**config.mk**
```make
export PLATFORM = sky130hd
export DESIGN_NAME = lz77_decoder
export DESIGN_NICKNAME = d
export VERILOG_FILES = /design/src/rtl/lz77_decoder.sv
export SDC_FILE = /design/constraint.sdc
export NUM_CORES = 1
export LEC_CHECK = 0
export ABC_AREA = 0
export CORE_ASPECT_RATIO = 0.7
export CORE_MARGIN = 2
export CORE_UTILIZATION = 58
export CTS_BUF_LIST = sky130_fd_sc_hd__clkbuf_16
export DETAILED_ROUTE_END_ITERATION = 12
export PLACE_DENSITY = 0.79
export SLEW_MARGIN = 10
export SYNTH_ARGS = -nofsm -noshare
export SYNTH_HDL_FRONTEND = slang
export SYNTH_SLANG_ARGS = --single-unit
```
**constraint.sdc**
```tcl
create_clock -name clk -period 1.96 [get_ports clk]
set_input_delay 0.196 -clock clk [delete_from_list [all_inputs] [get_ports clk]]
set_output_delay 0.196 -clock clk [all_outputs]
set_load 0.02 [all_outputs]
```
**src/rtl/lz77_decoder.sv**
```systemverilog
// lz77_decoder: rebuilds a byte stream from (offset, match_len, char_nxt)
// tokens. It emits one byte per cycle from a 9-entry shift-register search
// buffer and stops after it emits the literal terminator.
// Optional build macro LZ77_DEC_CHECK_EN adds a fill counter and a sticky
// err flag for illegal offsets. Without the macro, err is tied low.
module lz77_decoder #(
  parameter int          SB_DEPTH  = 9,
  parameter logic [7:0]  TERM_CHAR = 8'h24
) (
  input  logic       clk,
  input  logic       reset,
  input  logic       valid,
  input  logic [3:0] offset,
  input  logic [2:0] match_len,
  input  logic [7:0] char_nxt,
  output logic       ready,
  output logic       out_valid,
  output logic [7:0] char_out,
  output logic       finish,
  output logic       err
);

  typedef enum logic [1:0] {S_IDLE, S_COPY, S_LIT, S_DONE} state_t;

  state_t                     state_q, state_d;
  logic [3:0]                 off_q, off_d;
  logic [2:0]                 cnt_q, cnt_d;
  logic [7:0]                 chr_q, chr_d;
  logic [SB_DEPTH-1:0][7:0]   sb_q, sb_d;
  logic                       ov_q, ov_d;
  logic [7:0]                 co_q, co_d;
  logic                       fin_q, fin_d;
  logic                       emit;
  logic [7:0]                 emit_byte;
  logic [7:0]                 rd_byte;

  // Search-buffer read. Offsets past the last entry return 8'h00.
  always_comb begin
    rd_byte = 8'h00;
    for (int i = 0; i < SB_DEPTH; i++)
      if (off_q == 4'(i)) rd_byte = sb_q[i];
  end

  // Next-state and datapath decode. ready is a pure function of state.
  always_comb begin
    state_d   = state_q;
    off_d     = off_q;
    cnt_d     = cnt_q;
    chr_d     = chr_q;
    sb_d      = sb_q;
    ov_d      = 1'b0;
    co_d      = co_q;
    fin_d     = fin_q;
    emit      = 1'b0;
    emit_byte = chr_q;
    ready     = 1'b0;
    case (state_q)
      S_IDLE: begin
        ready = 1'b1;
        if (valid) begin
          off_d   = offset;
          cnt_d   = match_len;
          chr_d   = char_nxt;
          state_d = (match_len != 3'd0) ? S_COPY : S_LIT;
        end
      end
      S_COPY: begin
        // The offset stays fixed while the buffer shifts, so overlapping
        // copies re-read bytes this token has just produced.
        emit      = 1'b1;
        emit_byte = rd_byte;
        cnt_d     = cnt_q - 3'd1;
        if (cnt_q == 3'd1) state_d = S_LIT;
      end
      S_LIT: begin
        emit      = 1'b1;
        emit_byte = chr_q;
        if (chr_q == TERM_CHAR) begin
          state_d = S_DONE;
          fin_d   = 1'b1;
        end else begin
          state_d = S_IDLE;
        end
      end
      default: ;
    endcase
    if (emit) begin
      ov_d = 1'b1;
      co_d = emit_byte;
      sb_d = {sb_q[SB_DEPTH-2:0], emit_byte};
    end
  end

  // State and datapath registers. Reset discards any partial token.
  always_ff @(posedge clk) begin
    if (reset) begin
      state_q <= S_IDLE;
      off_q   <= '0;
      cnt_q   <= '0;
      chr_q   <= '0;
      sb_q    <= '0;
      ov_q    <= 1'b0;
      co_q    <= 8'h00;
      fin_q   <= 1'b0;
    end else begin
      state_q <= state_d;
      off_q   <= off_d;
      cnt_q   <= cnt_d;
      chr_q   <= chr_d;
      sb_q    <= sb_d;
      ov_q    <= ov_d;
      co_q    <= co_d;
      fin_q   <= fin_d;
    end
  end

  assign out_valid = ov_q;
  assign char_out  = co_q;
  assign finish    = fin_q;

`ifdef LZ77_DEC_CHECK_EN
  localparam logic [3:0] DEPTH4 = 4'(SB_DEPTH);

  logic [3:0] fill_q, fill_d;
  logic       err_q, err_d;

  // fill saturates at the buffer depth. err flags offsets past the end,
  // and copies from entries that have never been written.
  always_comb begin
    fill_d = fill_q;
    err_d  = err_q;
    if (emit && fill_q != DEPTH4) fill_d = fill_q + 4'd1;
    if (state_q == S_IDLE && valid) begin
      if (offset >= DEPTH4 || (match_len != 3'd0 && offset >= fill_q))
        err_d = 1'b1;
    end
  end

  // Check-state registers.
  always_ff @(posedge clk) begin
    if (reset) begin
      fill_q <= 4'd0;
      err_q  <= 1'b0;
    end else begin
      fill_q <= fill_d;
      err_q  <= err_d;
    end
  end

  assign err = err_q;
`else
  assign err = 1'b0;
`endif

endmodule

```
Figure 1. The metal 3 layer.
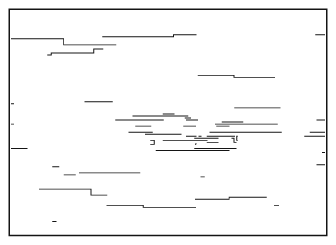
wire length on this layer: 490 um
share of all routed wire: 5.5%
nets with wire on the layer: 34
number of vias after detailed routing: 3171
wire length after detailed routing: 8.85 mm
met3 Usage GRT: 0.0805

Figure 2. Signal wires on met1.
Scale bar: 20 um.
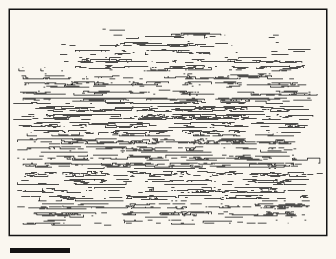
share of all routed wire: 48%
wire length on this layer: 4210 um
longest straight run: 48.3 um
main direction: horizontal
met1 Resource Use GR: 0.310

==> notes.md <==
The full implementation flow was run.

The run finished with clean final reports. The pre-placement core utilization stands at 0.611. TritonCTS built the clock tree. The number of unique standard cell types used by synthesis stands at 47. The wire length of the first global-routing pass stands at 14.8 mm. The share of synthesized cell area in and, or, nand and nor gates stands at 0.128. In this run, synthesis produced a sequential element count of 91.

For the pin with the worst max-slew slack, the measured transition is 0.578 ns. The row count stands at 25. The largest single stage delay on the critical path is 0.37 ns. The number of antenna violations at the first check in global routing stands at 0.

Counting the warning lines in the Yosys log gives 0. CTS saw 91 sinks. Per the OpenROAD timing report, the critical path contains 6 cells. The leakage component of the power stands at 1.78 nW. The final instance area stands at 0.00477 mm2. The share of the Yosys chip area taken by registers is 0.433. Once placement completed, the tool counted placed cells totaling 539. The chip width stands at 106 um. Summed over all layers, the global routing overflow is 0.

The reg2reg setup slack stands at 0.13 ns. Looking at the cell usage after synthesis, the top flip-flop cell is dfxtp_1. The cell area power density stands at 1280 mW/mm2. The cell type that accounts for the most area after synthesis is dfxtp_1. The kind of cell with the highest combined delay along the critical path is buffers and inverters. The worst clock skew stands at 0.00587 ns. After its last routability iteration, the placer logged a weighted congestion of 0.854. For reference, the most critical setup path is categorized as register to register. The area share of the leading cell type in the synthesized netlist stands at 0.433. The number of global-route vias before repair came to 3067.

Fill cells in the final layout number 549. At the end of the flow, the number of nets in the layout was 480. The floorplan net count stands at 468. STA lists the endpoint of the worst register-to-register path as sb_q[47]$_SDFFE_PP0P_. The headroom to the max-slew limit stands at 0.615. At the later pin of the worst-skew pair, clock insertion delay measures 0.34 ns.

The tightest hold path in the finished design has a slack of 0.324 ns. The launch point of the worst min-delay path is recorded as reset. The number of antenna diodes in the final layout is 0.

The number of buffers created by CTS stands at 9. The cell depth of the worst min-delay path stands at 2. Counting both buffers and inverters, the worst setup path holds a total of 3.

The number of cells on the worst reg-to-reg path stands at 6. The fraction of final layout cells sized beyond drive strength 1 stands at 0.0913. Pins over their slew limit in the final report were tallied at 0. The tightest min-delay check is of the input port to register type. In the synthesized netlist the async set-or-reset flop fraction comes to 0. The startpoint identified for the worst register-to-register timing path is state_q[0]$_SDFFE_PP0P_.

Per the post-place timing report, worst setup slack is 0.159 ns.
Figure 3. Routing congestion.
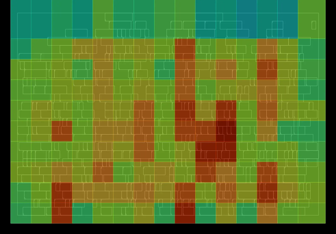
Tot GR Track Use: 0.241
detailed-route wire length per cell: 16.0 um
met2 Use GR: 0.393

placed cells by master, fill, tap and decap left out, types with 2 or more instances in the layout:
cell type        Yosys  layout
or3_1                5       5
nand2_1             27      27
nand2b_1             4       4
buf_4                9      12
and2_1               2       2
clkinv_1             0       3
o22ai_1              5       5
a21oi_1             17      17
clkbuf_16            0       9
o311ai_0             2       2
a22oi_1              3       3
ha_1                 6       5
clkinv_2             0       2
o21ai_0              5       5
o32a_1               5       5
o221a_2              4       4
buf_12               1       3
mux2_2               8       8
nand3_1              3       3
a211oi_1             6       6
clkdlybuf4s50_1      0      27
dfxtp_1             91      91
mux2i_1             84      84
inv_1               18      19
a221oi_1            12      12
nor2_1              74      74
where the power goes:
part	switching (mW)	total, mW	internal [mW]
clock	0.665	1.49	0.828
sequential	0.138	2.13	1.99
combinational	1.32	2.46	1.14
total	2.12	6.08	3.96
registers in the layout, indices dropped and copies added, names as in the netlist:
name	flops
chr_q	8
cnt_q	3
sb_q	64
state_q	2
out_valid	1
char_out	8
finish	1
off_q	4
layout make-up:
| class | instances | area share |
|---|---|---|
| multi-input cells | 293 | 0.438 |
| flip-flops and latches | 91 | 0.382 |
| repair buffers | 43 | 0.0892 |
| clock buffers | 9 | 0.0472 |
| well taps | 94 | 0.0247 |
| inverters | 18 | 0.0142 |
| clock inverters | 6 | 0.00525 |
layer usage:
metal | part of all wire | wire (um) | global-route usage
met1 | 0.48 | 4210 | 0.310
met2 | 0.46 | 4030 | 0.393
met3 | 0.055 | 489 | 0.0805
met4 | 0.013 | 116 | 0.0760
met5 | 0 | 0 | 0
worst register-to-register path, delay by kind of cell (launching register included):
kind                     cells  cell delay [ns]
multiplexers                 1             0.23
flip-flops                   1             0.37
buffers and inverters        3             0.75
AND/OR/NAND/NOR              1             0.06
adder cells (fa/ha/maj)      1             0.31
Power figures rest on the tool's default switching activity, not on a simulated workload.
